Met1 routing:
Cells faint in the background.
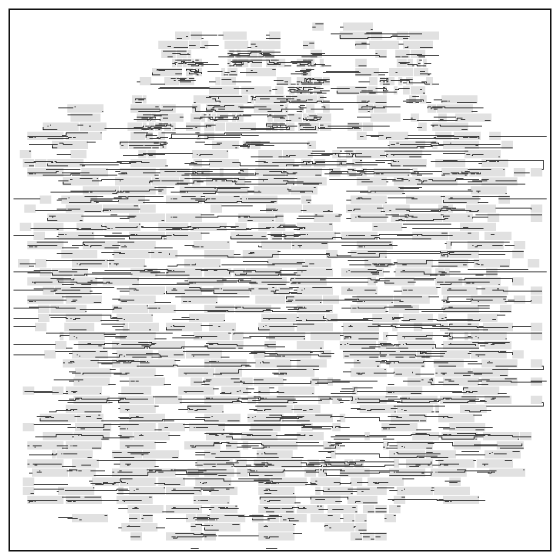
Signal wires on met2:
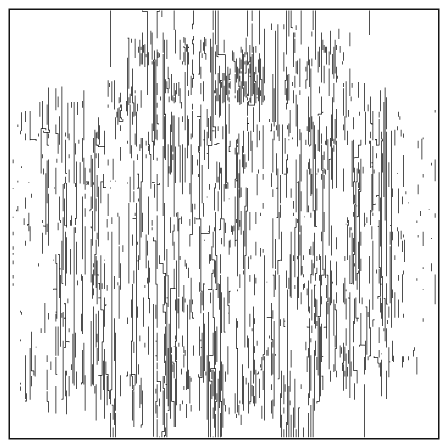
Met4 routing:
Cells faint in the background.
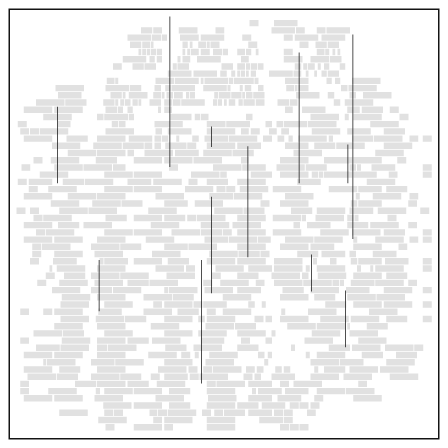
$ cat src/rtl/fb_write_arbiter_pkg.sv
// Shared frame-buffer write-path constants, arbitration modes and small helpers.
package fb_write_arbiter_pkg;

  localparam int unsigned FB_ADDR_WIDTH = 19;
  localparam int unsigned FB_DATA_WIDTH = 1;

  typedef enum int unsigned {
    ARB_FIXED = 0,
    ARB_RR    = 1
  } arb_mode_e;

  function automatic int unsigned wrap_inc(input int unsigned v, input int unsigned n);
    return (v + 1 >= n) ? 0 : v + 1;
  endfunction

endpackage

$ cat src/rtl/fb_write_fifo.sv
// Per-channel synchronous FIFO with async reset; exposes full/empty/count and the head entry.
module fb_write_fifo #(
  parameter int unsigned DEPTH = 4,
  parameter int unsigned WIDTH = 20
) (
  input  logic                        clk,
  input  logic                        rst,
  input  logic                        push,
  input  logic [WIDTH-1:0]            push_data,
  input  logic                        pop,
  output logic [WIDTH-1:0]            head,
  output logic                        full,
  output logic                        empty,
  output logic [$clog2(DEPTH):0]      count
);

  localparam int unsigned PTR_W = $clog2(DEPTH);

  logic [WIDTH-1:0] mem [DEPTH];
  logic [PTR_W-1:0] wr_ptr;
  logic [PTR_W-1:0] rd_ptr;

  assign full  = (count == (PTR_W + 1)'(DEPTH));
  assign empty = (count == '0);
  assign head  = mem[rd_ptr];

  always_ff @(posedge clk) begin
    if (push) mem[wr_ptr] <= push_data;
  end

  always_ff @(posedge clk or posedge rst) begin
    if (rst) begin
      wr_ptr <= '0;
      rd_ptr <= '0;
      count  <= '0;
    end else begin
      if (push) wr_ptr <= wr_ptr + 1'b1;
      if (pop)  rd_ptr <= rd_ptr + 1'b1;
      case ({push, pop})
        2'b10:   count <= count + 1'b1;
        2'b01:   count <= count - 1'b1;
        default: count <= count;
      endcase
    end
  end

endmodule

$ cat src/rtl/fb_write_arbiter.sv
// N-channel frame-buffer write arbiter: per-channel FIFOs, fixed/round-robin grant, registered write port.
module fb_write_arbiter
  import fb_write_arbiter_pkg::*;
#(
  parameter int unsigned CHANNELS   = 3,
  parameter int unsigned ADDR_WIDTH = FB_ADDR_WIDTH,
  parameter int unsigned DATA_WIDTH = FB_DATA_WIDTH,
  parameter int unsigned FIFO_DEPTH = 4,
  parameter int unsigned RR_MODE    = 1
) (
  input  logic                         clk,
  input  logic                         rst,
  input  logic [CHANNELS-1:0]          in_valid,
  output logic [CHANNELS-1:0]          in_ready,
  input  logic [CHANNELS*ADDR_WIDTH-1:0] in_addr,
  input  logic [CHANNELS*DATA_WIDTH-1:0] in_data,
  input  logic                         stall,
  output logic                         write_enable,
  output logic [ADDR_WIDTH-1:0]        write_addr,
  output logic [DATA_WIDTH-1:0]        write_data,
  output logic                         idle
);

  localparam int unsigned CH_W   = (CHANNELS > 1) ? $clog2(CHANNELS) : 1;
  localparam int unsigned BEAT_W = ADDR_WIDTH + DATA_WIDTH;
  localparam int unsigned CNT_W  = $clog2(FIFO_DEPTH) + 1;

  logic [CHANNELS-1:0] full;
  logic [CHANNELS-1:0] empty;
  logic [CHANNELS-1:0] push;
  logic [CHANNELS-1:0] pop;
  logic [BEAT_W-1:0]   head  [CHANNELS];
  logic [CNT_W-1:0]    count [CHANNELS];
  logic [CH_W-1:0]     rr_ptr;
  logic                grant_vld;
  logic [CH_W-1:0]     grant_idx;
  logic                fire;

  assign in_ready = ~full & {CHANNELS{~rst}};
  assign push     = in_valid & in_ready;

  for (genvar c = 0; c < CHANNELS; c++) begin : g_fifo
    fb_write_fifo #(
      .DEPTH (FIFO_DEPTH),
      .WIDTH (BEAT_W)
    ) u_fifo (
      .clk       (clk),
      .rst       (rst),
      .push      (push[c]),
      .push_data ({in_addr[c*ADDR_WIDTH +: ADDR_WIDTH], in_data[c*DATA_WIDTH +: DATA_WIDTH]}),
      .pop       (pop[c]),
      .head      (head[c]),
      .full      (full[c]),
      .empty     (empty[c]),
      .count     (count[c])
    );
  end

  // Rotate/priority-encode/un-rotate folded into one search starting at base, wrapping mod CHANNELS.
  always_comb begin
    int unsigned base;
    int unsigned idx;
    grant_vld = 1'b0;
    grant_idx = '0;
    base      = (RR_MODE == ARB_RR) ? 32'(rr_ptr) : 0;
    for (int unsigned i = 0; i < CHANNELS; i++) begin
      idx = base + i;
      if (idx >= CHANNELS) idx = idx - CHANNELS;
      if (!grant_vld && !empty[idx]) begin
        grant_vld = 1'b1;
        grant_idx = CH_W'(idx);
      end
    end
  end

  assign fire = grant_vld & ~stall;

  always_comb begin
    pop = '0;
    if (fire) pop[grant_idx] = 1'b1;
  end

  always_ff @(posedge clk or posedge rst) begin
    if (rst) begin
      write_enable <= 1'b0;
      write_addr   <= '0;
      write_data   <= '0;
      rr_ptr       <= '0;
    end else begin
      write_enable <= fire;
      if (fire) {write_addr, write_data} <= head[grant_idx];
      else      {write_addr, write_data} <= '0;
      if (fire && RR_MODE == ARB_RR) rr_ptr <= CH_W'(wrap_inc(32'(grant_idx), CHANNELS));
    end
  end

  always_comb begin
    idle = ~write_enable;
    for (int unsigned c = 0; c < CHANNELS; c++) begin
      if (count[c] != '0) idle = 1'b0;
    end
  end

endmodule
$ cat config.mk
export PLATFORM = sky130hd
export DESIGN_NAME = fb_write_arbiter
export DESIGN_NICKNAME = d
export VERILOG_FILES = /design/src/rtl/fb_write_arbiter_pkg.sv /design/src/rtl/fb_write_fifo.sv /design/src/rtl/fb_write_arbiter.sv
export SDC_FILE = /design/constraint.sdc
export NUM_CORES = 1
export LEC_CHECK = 0
export CELL_PAD_IN_SITES_DETAIL_PLACEMENT = 0
export CELL_PAD_IN_SITES_GLOBAL_PLACEMENT = 2
export CORE_MARGIN = 2
export CORE_UTILIZATION = 45
export DETAILED_ROUTE_END_ITERATION = 7
export PLACE_DENSITY = 0.8
export SYNTH_ARGS = -nofsm -noshare
export SYNTH_HDL_FRONTEND = slang
export SYNTH_SLANG_ARGS = --single-unit
$ cat constraint.sdc
create_clock -name clk -period 3.8 [get_ports clk]
set_input_delay 0.95 -clock clk [delete_from_list [all_inputs] [get_ports clk]]
set_output_delay 0.95 -clock clk [all_outputs]
set_load 0.05 [all_outputs]
==> reports/results.tsv <==
stage	metric	value	unit
drt	drt pass-1 iters	5	
logic_synthesis	syn nets	635	
placed_design	IO Port Bufs	90	
critical_path	crit path max fanout	5	
cells_and_area	sequential share of cell area	61.3	%
placed_design	placed cell areas	12500	sq um
critical_path	crit-path cells	or3_1 > nor4_1 > clkdlybuf4s50_1	
grt	vias in the first global route	5790	
logic_synthesis	number of enable flip-flop cells	240	
cells_and_area	nonclk inv count	22	
sta	final hold viol count	0	
die	core area	24300	sq um
cells_and_area	FF+latch count	284	
power	Sequential Power Share	40.8	%
status	status	finished, final reports clean	
cells_and_area	Layout Utilization	55.7	%
logic_synthesis	Synth area leader	edfxtp_1	
power	Leak Pwr	4.76	nW
critical_path	Slowest-stage cell, CP	clkdlybuf4s50_1	
clock_tree	Skew-Pair Late Insertion Delay	0.55	ns
grt	Overflow after GRT	0	
cells_and_area	dominant logic cell type in the layout	edfxtp_1	
cells_and_area	area grow syn2layout	21.6	%
clock_tree	CTS H-tree lvls	1	
cells_and_area	# diodes	1	
die	n_taps	324	
cells_and_area	MI comb area	2660	sq um
logic_synthesis	Post-Synth AOI/OAI Area	3.37	%
drt	Max Used Layer	met4	
cells_and_area	MI comb cells	221	
cells_and_area	multi-input combinational area share	19.6	%
cells_and_area	Non-Filler Instances	1016	
-- 'met1 routing' (at the start) --
share of all routed wire: 44%
nets with wire on the layer: 688
wire length on this layer: 9340 microns
longest straight run: 67.6 microns
GR Util met1: 22.7%
total number of vias: 5428

-- 'signal wires on met2' (at the start) --
nets with wire on the layer: 664
share of all routed wire: 50%
main direction: vertical
longest straight run: 74.1 microns
met2 usage in global routing: 27.9%
WL final: 21.4 mm

-- 'met4 routing' (at the start) --
main direction: vertical
share of all routed wire: 1.9%

No activity file was given, so power comes from the tool's default toggle rates.
